**src/rtl/ram_2port_scan.sv**
```systemverilog
// Dual-port RAM with an independent write port and a self-scanning read port.
// Optional power-on clear sequence enabled by defining RAM_SCAN_CLEAR_EN.
module ram_2port_scan #(
  parameter int unsigned DATA_W      = 4,
  parameter int unsigned ADDR_W      = 5,
  parameter int unsigned TICK_CYCLES = 50_000_000
) (
  input  logic              CLOCK_50,
  input  logic              reset,
  input  logic              wr_en,
  input  logic [ADDR_W-1:0] wr_addr,
  input  logic [DATA_W-1:0] wr_data,
  input  logic              scan_en,
  input  logic              manual,
  input  logic              step,
  output logic [ADDR_W-1:0] read_addr,
  output logic [DATA_W-1:0] read_data,
  output logic              tick,
  output logic              busy
);

  localparam int unsigned DEPTH  = 1 << ADDR_W;
  localparam int unsigned PCNT_W = (TICK_CYCLES > 1) ? $clog2(TICK_CYCLES) : 1;
  localparam logic [PCNT_W-1:0] PCNT_LAST = PCNT_W'(TICK_CYCLES - 1);

  logic [DATA_W-1:0] mem [DEPTH];

  logic [PCNT_W-1:0] pcnt_q, pcnt_d;
  logic [ADDR_W-1:0] addr_q, addr_d;
  logic              step_q;
  logic [DATA_W-1:0] rdata_q;
  logic              tick_c;
  logic              step_edge;
  logic              run;
  logic              clearing;
  logic              mem_we;
  logic [ADDR_W-1:0] mem_waddr;
  logic [DATA_W-1:0] mem_wdata;

`ifdef RAM_SCAN_CLEAR_EN
  localparam logic [0:0] ST_CLEAR = 1'b0;
  localparam logic [0:0] ST_RUN   = 1'b1;

  logic [0:0]        state_q, state_d;
  logic [ADDR_W-1:0] clr_addr_q, clr_addr_d;

  always_ff @(posedge CLOCK_50) begin
    if (reset) begin
      state_q    <= ST_CLEAR;
      clr_addr_q <= '0;
    end else begin
      state_q    <= state_d;
      clr_addr_q <= clr_addr_d;
    end
  end

  // Clear walks every address once, then hands over to RUN for good.
  always_comb begin
    state_d    = state_q;
    clr_addr_d = clr_addr_q;
    case (state_q)
      ST_CLEAR: begin
        clr_addr_d = clr_addr_q + ADDR_W'(1);
        if (clr_addr_q == {ADDR_W{1'b1}}) begin
          state_d = ST_RUN;
        end
      end
      default: begin
        state_d = ST_RUN;
      end
    endcase
  end

  assign clearing = (state_q == ST_CLEAR);
  assign run      = ~clearing;
  assign busy     = clearing;
`else
  logic [ADDR_W-1:0] clr_addr_q;

  assign clr_addr_q = '0;
  assign clearing   = 1'b0;
  assign run        = 1'b1;
  assign busy       = 1'b0;
`endif

  // Prescaler and scan address; both hold while paused or clearing.
  always_comb begin
    pcnt_d    = pcnt_q;
    addr_d    = addr_q;
    tick_c    = 1'b0;
    step_edge = step & ~step_q;
    if (run && scan_en) begin
      if (manual) begin
        if (step_edge) begin
          addr_d = addr_q + ADDR_W'(1);
        end
      end else if (pcnt_q == PCNT_LAST) begin
        tick_c = 1'b1;
        pcnt_d = '0;
        addr_d = addr_q + ADDR_W'(1);
      end else begin
        pcnt_d = pcnt_q + PCNT_W'(1);
      end
    end
  end

  always_ff @(posedge CLOCK_50) begin
    if (reset) begin
      pcnt_q  <= '0;
      addr_q  <= '0;
      step_q  <= 1'b0;
      rdata_q <= '0;
    end else begin
      pcnt_q  <= pcnt_d;
      addr_q  <= addr_d;
      step_q  <= step;
      rdata_q <= run ? mem[addr_q] : '0;
    end
  end

  // Clear has priority on the write port; user writes drop while busy.
  assign mem_we    = clearing | (wr_en & run);
  assign mem_waddr = clearing ? clr_addr_q : wr_addr;
  assign mem_wdata = clearing ? '0 : wr_data;

  always_ff @(posedge CLOCK_50) begin
    if (mem_we) begin
      mem[mem_waddr] <= mem_wdata;
    end
  end

  assign read_addr = addr_q;
  assign read_data = rdata_q;
  assign tick      = tick_c;

endmodule

```
**config.mk**
```make
export PLATFORM = sky130hd
export DESIGN_NAME = ram_2port_scan
export DESIGN_NICKNAME = d
export VERILOG_FILES = /design/src/rtl/ram_2port_scan.sv
export SDC_FILE = /design/constraint.sdc
export NUM_CORES = 1
export LEC_CHECK = 0
export CAP_MARGIN = 25
export CORE_MARGIN = 2
export CORE_UTILIZATION = 45
export DETAILED_ROUTE_END_ITERATION = 12
export PLACE_DENSITY = 0.72
export SLEW_MARGIN = 20
export SYNTH_ARGS = -nofsm -noshare
export SYNTH_HDL_FRONTEND = slang
export SYNTH_SLANG_ARGS = --single-unit
```
**constraint.sdc**
```tcl
create_clock -name CLOCK_50 -period 4.8 [get_ports CLOCK_50]
set_input_delay 0.96 -clock CLOCK_50 [delete_from_list [all_inputs] [get_ports CLOCK_50]]
set_output_delay 0.96 -clock CLOCK_50 [all_outputs]
set_load 0.01 [all_outputs]
```
Routing congestion map:
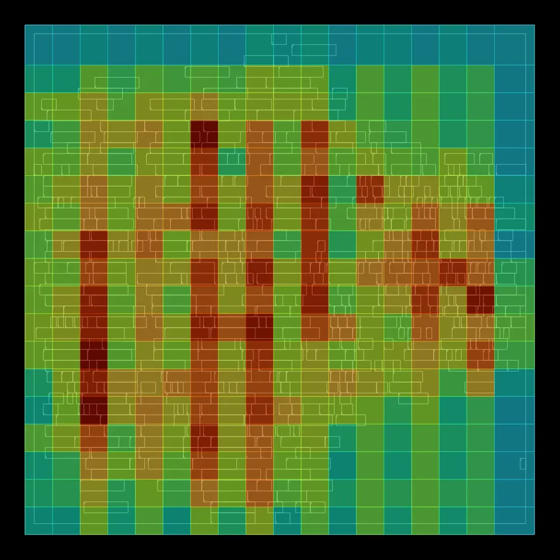
GRT Util Overall: 17.9%
WL/cell: 19.6 um

Signal wires by layer:
Bar = 50 um. Only two layers are drawn.
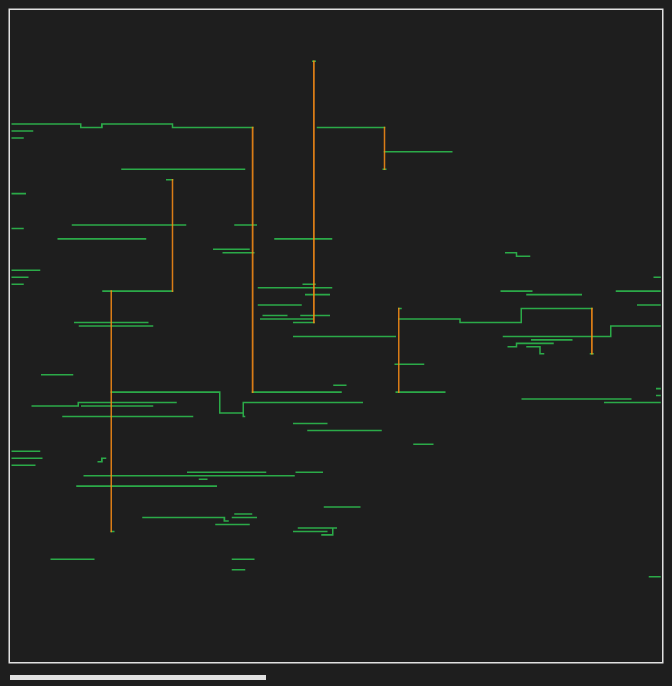
legend:
  M3:
    color: green
    wire_length: 838 um
  M4:
    color: orange
    wire_length: 205 um

==> results.sh <==
# yosys + openroad results
export IMPL_cts_resized=0
export IMPL_timing_fmax_mhz=259
export IMPL_cts_tree="done"
export IMPL_postCtsSetupBuffers=0
export IMPL_io_pins=26
export IMPL_internal_power_mw=2.35
export IMPL_status="complete, no violations"
export IMPL_end_kind="primary output"
export IMPL_cts_buffer_depth=2
export IMPL_die_h_um=127
export IMPL_avgSynthCellArea_um2=14.7
export IMPL_edf_count=128
export IMPL_yosys_stat_cells=467
export IMPL_hold_path_class="reg -> reg"
export IMPL_n_antenna_cell=0
export IMPL_timing_rr_start="pcnt_q[0]"
export IMPL_crit_path_start="manual"
export IMPL_flop_cell="edfxtp_1"
export IMPL_synth_async_reset_ratio_pct=0
export IMPL_layout_setup_ws_ns=0.932
export IMPL_grt_ovfl_total=0
export IMPL_reg2reg_to="pcnt_q[13]"
export IMPL_yosysMostFrequentCell="edfxtp_1"
export IMPL_clock_skew_ns=0.00744
export IMPL_yosysTopAreaCellShare_pct=56.2
export IMPL_synthTopCellsByCount="edfxtp_1 (128), nor2_1 (68), dfxtp_1 (36)"
Wiring heat map:
The die is cut into 25 by 25 equal tiles; white is low, dark blue is high, scaled to the fullest tile. Values are wire area over tile area, all layers added.
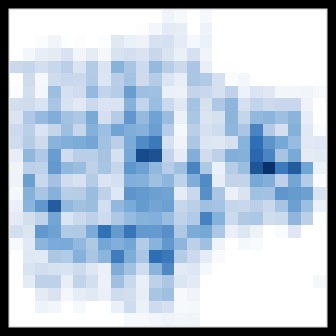
tiles over half the peak: 10%
nearly empty tiles: 28%
emptiest ninth of the die: south-east
wirelength, routed: 13.6 mm
Via Count: 4052

Met1 routing:
Bar = 50 um.
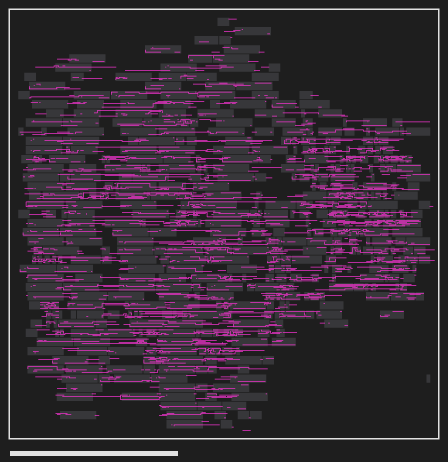
nets with wire on the layer: 485
share of all routed wire: 41%
M1 GR Usage: 22.6%

## per-stage QoR
step | std cells | cell area (um2)
global placement | 661 | 7230
global route | 696 | 7860
detailed placement | 664 | 7270
finish | 696 | 7860
floorplan | 467 | 6840
CTS | 696 | 7870
## per-layer routing
metal	share of wire [%]	vias up	GRT usage, %
met5	0	-	0
met4	1.5	0	6.79
met3	6.1	17	4.44
met2	52	141	30.0
met1	41	2039	22.6
li1	-	1855	-
## layout make-up
type,instances,area share (%)
clock inverter,15,2.20
sequential,164,58.1
inverter,6,0.286
timing repair buffer,29,3.71
tap,188,2.99
clock buffer,17,5.41
multi-input combinational,277,27.3
## critical path, cell delays in order
cell and delay [ns]:
clkdlybuf4s50_1 0.46, and2b_1 0.34, nand2_1 0.09, nor3_1 0.17, nor4bb_1 0.28, clkdlybuf4s50_1 0.60
## sequential cells by signal, indices dropped and copies added (netlist names)
name and count:
read_data 4, step_q 1, read_addr 5, pcnt_q 26, mem 128
## worst max path at each step
stage           end  depth (start not counted)
3_5_place_dp   tick                          6
4_1_cts        tick                          6
6_report       tick                          6
2_1_floorplan  tick                          4
5_1_grt        tick                          6
3_3_place_gp   tick                          6
## kinds of logic after synthesis
| family | Yosys count | share of synthesized area [%] |
|---|---|---|
| simple gates | 172 | 13.5 |
| flops | 164 | 66.7 |
| mux | 45 | 10.8 |
| compound gates | 31 | 3.33 |
| buf+inv | 26 | 1.90 |
| xor+xnor | 25 | 3.20 |
| fa+ha+maj | 3 | 0.549 |
| other cells | 1 | 0.0548 |
